==> images/class_map.png <==
(4 px per um) Fill, decap, tap and diode cells in grey.
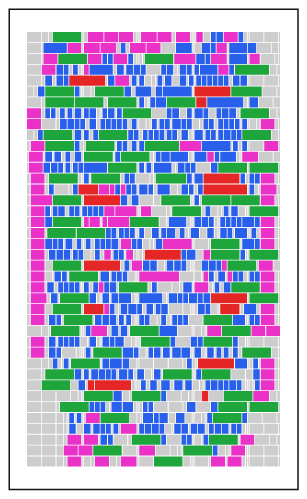
==> images/floorplan.png <==
(4 px per um) Pins as bars on the die edge.
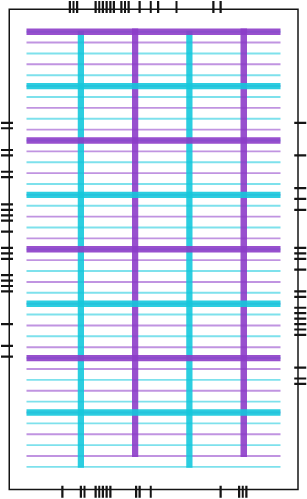
==> images/congestion_map.png <==
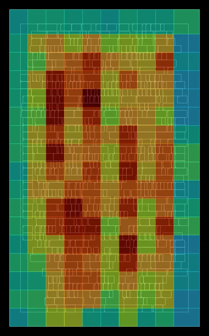
<file path="config.mk">
export PLATFORM = sky130hd
export DESIGN_NAME = alu_nibble_sequencer
export DESIGN_NICKNAME = d
export VERILOG_FILES = /design/src/rtl/alu_nibble_sequencer.sv
export SDC_FILE = /design/constraint.sdc
export NUM_CORES = 1
export LEC_CHECK = 0
export ABC_AREA = 1
export CAP_MARGIN = 15
export CORE_ASPECT_RATIO = 1.75
export CORE_MARGIN = 4
export CORE_UTILIZATION = 51
export DETAILED_ROUTE_END_ITERATION = 12
export GPL_TIMING_DRIVEN = 0
export PLACE_DENSITY = 0.89
export SLEW_MARGIN = 25
export SYNTH_ARGS = -nofsm -noshare
export SYNTH_HDL_FRONTEND = slang
export SYNTH_SLANG_ARGS = --single-unit
</file>
<file path="constraint.sdc">
create_clock -name clk -period 2.18 [get_ports clk]
set_input_delay 0.545 -clock clk [delete_from_list [all_inputs] [get_ports clk]]
set_output_delay 0.545 -clock clk [all_outputs]
set_load 0.05 [all_outputs]
</file>
<file path="src/rtl/alu_nibble_sequencer.sv">
// Sequences one wide add/sub/logic operation through an external 4-bit ALU, one nibble per pass.
// Optional ALU_SEQ_ZERO_FLAG_EN adds a registered zero_flag output held alongside result.
module alu_nibble_sequencer #(
    parameter int unsigned NIBBLES = 4,
    localparam int unsigned W = 4 * NIBBLES
) (
    input  logic         clk,
    input  logic         rst,
    input  logic         in_valid,
    output logic         in_ready,
    input  logic [2:0]   op,
    input  logic [W-1:0] opa,
    input  logic [W-1:0] opb,
    output logic         out_valid,
    input  logic         out_ready,
    output logic [W-1:0] result,
    output logic         carry_out,
    output logic [3:0]   alu_a,
    output logic [3:0]   alu_b,
    output logic [2:0]   alu_sel,
    input  logic [3:0]   alu_out,
    input  logic         alu_carry
`ifdef ALU_SEQ_ZERO_FLAG_EN
    ,
    output logic         zero_flag
`endif
);

    localparam int unsigned IDX_W = (NIBBLES > 1) ? $clog2(NIBBLES) : 1;
    localparam int unsigned SH_W  = IDX_W + 2;
    localparam logic [2:0]  OP_ADD = 3'b000;
    localparam logic [2:0]  OP_SUB = 3'b001;

    typedef enum logic [1:0] {IDLE, PASS1, PASS2, DONE} state_t;

    state_t           state;
    logic [2:0]       op_q;
    logic [W-1:0]     opa_q;
    logic [W-1:0]     opb_q;
    logic [W-1:0]     acc;
    logic [IDX_W-1:0] idx;
    logic             chain;
    logic             c1_q;

    logic             is_arith;
    logic [SH_W-1:0]  shamt;
    logic [3:0]       opa_nib;
    logic [3:0]       opb_nib;
    logic [3:0]       acc_nib;
    logic [W-1:0]     acc_upd;
    logic             c1;
    logic             chain_nxt;
    logic             last;

    // Nibble selection and accumulator merge for the current index
    always_comb begin
        is_arith  = (op_q == OP_ADD) || (op_q == OP_SUB);
        shamt     = {idx, 2'b00};
        opa_nib   = 4'(opa_q >> shamt);
        opb_nib   = 4'(opb_q >> shamt);
        acc_nib   = 4'(acc >> shamt);
        acc_upd   = (acc & ~(W'(4'hF) << shamt)) | (W'(alu_out) << shamt);
        c1        = is_arith & alu_carry;
        // A second pass carries out if either the operand pass or the +/-1 pass did
        chain_nxt = (state == PASS2) ? (c1_q | alu_carry) : c1;
        last      = (idx == IDX_W'(NIBBLES - 1));
    end

    // ALU drive is a pure decode of the registered state
    always_comb begin
        alu_a   = 4'h0;
        alu_b   = 4'h0;
        alu_sel = 3'b000;
        case (state)
            PASS1: begin
                alu_a   = opa_nib;
                alu_b   = opb_nib;
                alu_sel = op_q;
            end
            PASS2: begin
                alu_a   = acc_nib;
                alu_b   = 4'b0001;
                alu_sel = op_q;
            end
            default: ;
        endcase
    end

    assign in_ready = (state == IDLE);

    always_ff @(posedge clk) begin
        if (rst) begin
            state     <= IDLE;
            op_q      <= 3'b000;
            opa_q     <= '0;
            opb_q     <= '0;
            acc       <= '0;
            idx       <= '0;
            chain     <= 1'b0;
            c1_q      <= 1'b0;
            out_valid <= 1'b0;
            result    <= '0;
            carry_out <= 1'b0;
`ifdef ALU_SEQ_ZERO_FLAG_EN
            zero_flag <= 1'b0;
`endif
        end else begin
            case (state)
                IDLE: begin
                    if (in_valid) begin
                        op_q  <= op;
                        opa_q <= opa;
                        opb_q <= opb;
                        idx   <= '0;
                        chain <= 1'b0;
                        state <= PASS1;
                    end
                end
                PASS1, PASS2: begin
                    acc <= acc_upd;
                    if (state == PASS1 && is_arith && chain) begin
                        c1_q  <= c1;
                        state <= PASS2;
                    end else begin
                        chain <= chain_nxt;
                        if (last) begin
                            result    <= acc_upd;
                            carry_out <= is_arith & chain_nxt;
                            out_valid <= 1'b1;
`ifdef ALU_SEQ_ZERO_FLAG_EN
                            zero_flag <= (acc_upd == '0);
`endif
                            state     <= DONE;
                        end else begin
                            idx   <= idx + IDX_W'(1);
                            state <= PASS1;
                        end
                    end
                end
                DONE: begin
                    if (out_ready) begin
                        out_valid <= 1'b0;
                        state     <= IDLE;
                    end
                end
                default: state <= IDLE;
            endcase
        end
    end

endmodule

</file>
==> summary.log <==
[clock_network] root cell of the clock tree sky130_fd_sc_hd__clkbuf_16
[pwr] leakage power 2.10 nW
[synthesis] unique cell type count in the Yosys netlist 29
[routing] DRC violation total after the first TritonRoute iteration 337
[final_layout] relative area change from synthesis to final layout 38.1%
[clock_network] number of clock sinks 75
[die] num ports 74
[die] floorplan die area 0.00859 sq mm
[final_timing] clock skew 0.00660 ns
[routing] remaining routing DRC violations 0
[clock_network] clock slew at the register clock pins of the worst setup and hold paths 0.06 ns
[clock_network] clock tree from TritonCTS done
[setup_path] worst reg-to-reg setup slack 0.30 ns
[global_routing] Overflow after GRT 0
[pwr] highest ir drop seen on vdd 0.000614 V
[pwr] power density cells 783 mW/mm^2
[setup_path] sort of element at the start of the critical path flip-flop
[place] final weighted congestion in routability-driven placement 0.945
[place] cell count after placement 687
[clock_network] H-tree Lvls 3
[min_path] beginning of the worst hold path c1_q
[pwr] Power, Total 3.93 mW
[final_timing] min cycle time layout 2.33 ns
[final_timing] final count of hold timing violations 0
[final_timing] Final WS setup -0.153 ns
[routing] via count 3815
[place] placed cell area 0.00448 sq mm
[global_routing] initial antenna violation count 0
[final_timing] RSZ-0062 raised after global routing yes
[synthesis] register bit count reported by yosys 75
[final_layout] non-filler cells, final 706
[final_timing] final number of setup-violating endpoints 5
[synthesis] cell area after technology mapping 0.00363 sq mm
[synthesis] fraction of registers with async set or reset after synthesis 0%
[outcome] violations in the final reports negative setup slack
[final_timing] slew at the pin closest to its max-slew limit 0.648 ns
[final_layout] fraction of final layout cells sized beyond drive strength 1 15.4%
[final_layout] fin nets 669
[place] Setup Slack @ Placement -0.639 ns
[routing] post-route ant nets 0
[clock_network] Clock Latency Late Sink 0.34 ns
[min_path] type of the tightest min-delay check flip-flop to flip-flop
[setup_path] length in cells of the worst reg-to-reg path 12
[clock_network] number of buffers on the longest clock path 2
[synthesis] number of warning messages in the yosys log 0
[setup_path] crit path DRT 1.63 ns
[global_routing] via count of the first global-routing pass 3712
[die] fraction of the core area occupied by cells at floorplan 52.6%
[synthesis] count of flip-flops with a built-in enable after synthesis 0
[synthesis] yosys stat cell total 530
[final_layout] final design area excluding fillers 0.00502 sq mm
[synthesis] Post-Syn Nets 582
[job] number of warning messages in the logs 35
[synthesis] mean post-synth cell area 6.86 sq um
[setup_path] Critical Setup Path Class flip-flop to primary output
[global_routing] global-route wire length before repair 16.9 mm
[setup_path] Crit. End Element primary output
[final_layout] highest-count cells in the layout ignoring fill and taps sky130_fd_sc_hd__nor2_1 (119), sky130_fd_sc_hd__nand2_1 (82), sky130_fd_sc_hd__dfxtp_1 (71)
[final_layout] most instantiated logic cell after routing sky130_fd_sc_hd__nor2_1
[synthesis] most used flip-flop cell sky130_fd_sc_hd__dfxtp_1
[place] tally of buffers added on design ports 73
[final_layout] diodes inserted 0
[clock_network] post-CTS setup buffers 5
[min_path] capture endpoint of the worst hold path c1_q
[final_timing] final worst-path cycle share 107%
[synthesis] area figure in the yosys stat output 0.00363 sq mm
[place] HPWL reported at the end of detailed placement 7.80 mm
[clock_network] number of gates given a new drive strength after cts 101
[die] width of the chip 71.8 um
[setup_path] critical path arrival 1.79 ns
[synthesis] sequential-to-total area share from yosys stat 41.3%
[global_routing] overall global routing resource usage 25.1%
[routing] router iterations before antenna repair 6
[final_timing] achievable clock frequency 429 MHz
[global_routing] maximum number of pins on one net before global-route repair 20
[outcome] result of the run finished with violations
[final_layout] count of filler cells inserted in the layout 546
[setup_path] FF-to-FF Start state[1]
[final_timing] post-route worst hold slack 0.450 ns
[final_timing] Pins Over Slew Limit 0
[routing] post-detailed-routing wire length 10.6 mm
[die] number of cell rows 40
[setup_path] terminus of the critical flop-to-flop path result[12]
[setup_path] maximum fanout count along the critical path 5
[final_timing] Relative slew margins 56.8%
[min_path] number of instances on the worst hold path 2
[die] core area 0.00691 sq mm
[routing] post-detailed-route via-to-cell ratio 5.40
[clock_network] post-cts hold-fix buffer tally 0
[die] vertical die dimension 120 um
[job] max capacitance violation total 0
[synthesis] gate count of the mapped netlist 530
[clock_network] Num CTS Buffers 9
## Picture notes: class_map.png
| colour | class | cells |
|---|---|---|
| red | clock drivers and dummy loads | 16 |
| blue | remaining logic cells | 425 |
| green | sequential cells | 75 |
| magenta | remaining buffers and delay cells | 106 |

## Picture notes: floorplan.png
| colour | net |
|---|---|
| purple | VDD |
| cyan | VSS |
met1 rails: 41
met5 straps: 8
signal pins: 74

## Picture notes: congestion_map.png
Avg WL per Cell: 15.0 um
met3 GRT Util: 5.11%
global-route met2 utilization: 44.3%
most utilized layer in the global route result: met2

worst max-delay path: stages (launching register included):
cell                       delay (ns)
sky130_fd_sc_hd__dfxtp_2         0.35
sky130_fd_sc_hd__inv_4           0.05
sky130_fd_sc_hd__ha_4            0.18
sky130_fd_sc_hd__buf_8           0.14
sky130_fd_sc_hd__buf_8           0.12
sky130_fd_sc_hd__o211ai_1        0.22
sky130_fd_sc_hd__nand3_1         0.11
sky130_fd_sc_hd__nand2_1         0.09
sky130_fd_sc_hd__nor2_2          0.04
sky130_fd_sc_hd__buf_6           0.15
power by group:
part           leakage (nW)  total, mW  internal (mW)  switching (mW)
Sequential            0.618       1.53           1.48          0.0580
Combinational          1.32      0.874          0.336           0.538
Clock                 0.155       1.52          0.974           0.550
Total                  2.10       3.93           2.79            1.15
state kept, by name, summed over array words and instances (netlist names):
name	cells
c1_q	1
op_q	3
acc	16
idx	2
state	2
result	16
out_valid	1
carry_out	1
opb_q	16
opa_q	16
chain	1
worst max-delay path by stage:
stage / slack [ns] / cells after the start / start / endpoint
global route: -0.22 / 9 / state[0] / alu_a[0]
CTS: -0.16 / 9 / state[0] / alu_a[0]
finish: -0.15 / 9 / state[0] / alu_a[0]
global placement: -0.62 / 9 / state[0] / alu_a[0]
detailed placement: -0.64 / 9 / state[0] / alu_a[0]
floorplan: -0.04 / 5 / state[1] / alu_b[1]
kinds of logic (layout without fill, tap and decap cells):
group	count (synthesis)	in the layout	share of synthesized area [%]
flip-flops	75	75	41.3
AND/OR/NAND/NOR	226	226	25.0
buffers and inverters	84	176	10.6
adder cells (fa/ha/maj)	8	8	2.75
AND-OR/OR-AND	137	137	20.3
stage by stage:
step                      TNS (ns)  util, %
after floorplan             -0.112        -
after global routing         -1.25     72.6
after detailed placement     -5.68     64.9
final                       -0.551     72.6
after CTS                   -0.485     71.4
after global placement       -5.32     64.9
cell type report:
cell class / count / area (sq um) / area share, %
Multi-Input combinational cell: 371 / 1840 / 36.7
Sequential cell: 75 / 1510 / 30.1
Timing Repair Buffer: 80 / 817 / 16.3
Clock buffer: 12 / 267 / 5.31
Inverter: 54 / 223 / 4.44
Buffer: 26 / 204 / 4.06
Tap cell: 84 / 105 / 2.09
Clock inverter: 4 / 47.5 / 0.948
per-layer routing:
metal	GRT usage, %	wire, um
met5	0	0
met4	15.8	485
met3	5.11	629
met2	44.3	5490
met1	26.4	3990
cell usage after synthesis (9+ instances only):
master | instances | area [sq um]
sky130_fd_sc_hd__o21ai_0 | 42 | 210
sky130_fd_sc_hd__nand3_1 | 10 | 50.1
sky130_fd_sc_hd__clkbuf_1 | 9 | 33.8
sky130_fd_sc_hd__a21oi_1 | 37 | 185
sky130_fd_sc_hd__nor2_1 | 124 | 465
sky130_fd_sc_hd__buf_2 | 9 | 45.0
sky130_fd_sc_hd__inv_1 | 44 | 165
sky130_fd_sc_hd__o21ai_1 | 33 | 165
sky130_fd_sc_hd__o22ai_1 | 14 | 87.6
sky130_fd_sc_hd__nand2_1 | 83 | 312
sky130_fd_sc_hd__dfxtp_1 | 75 | 1500
Power figures rest on the tool's default switching activity, not on a simulated workload.
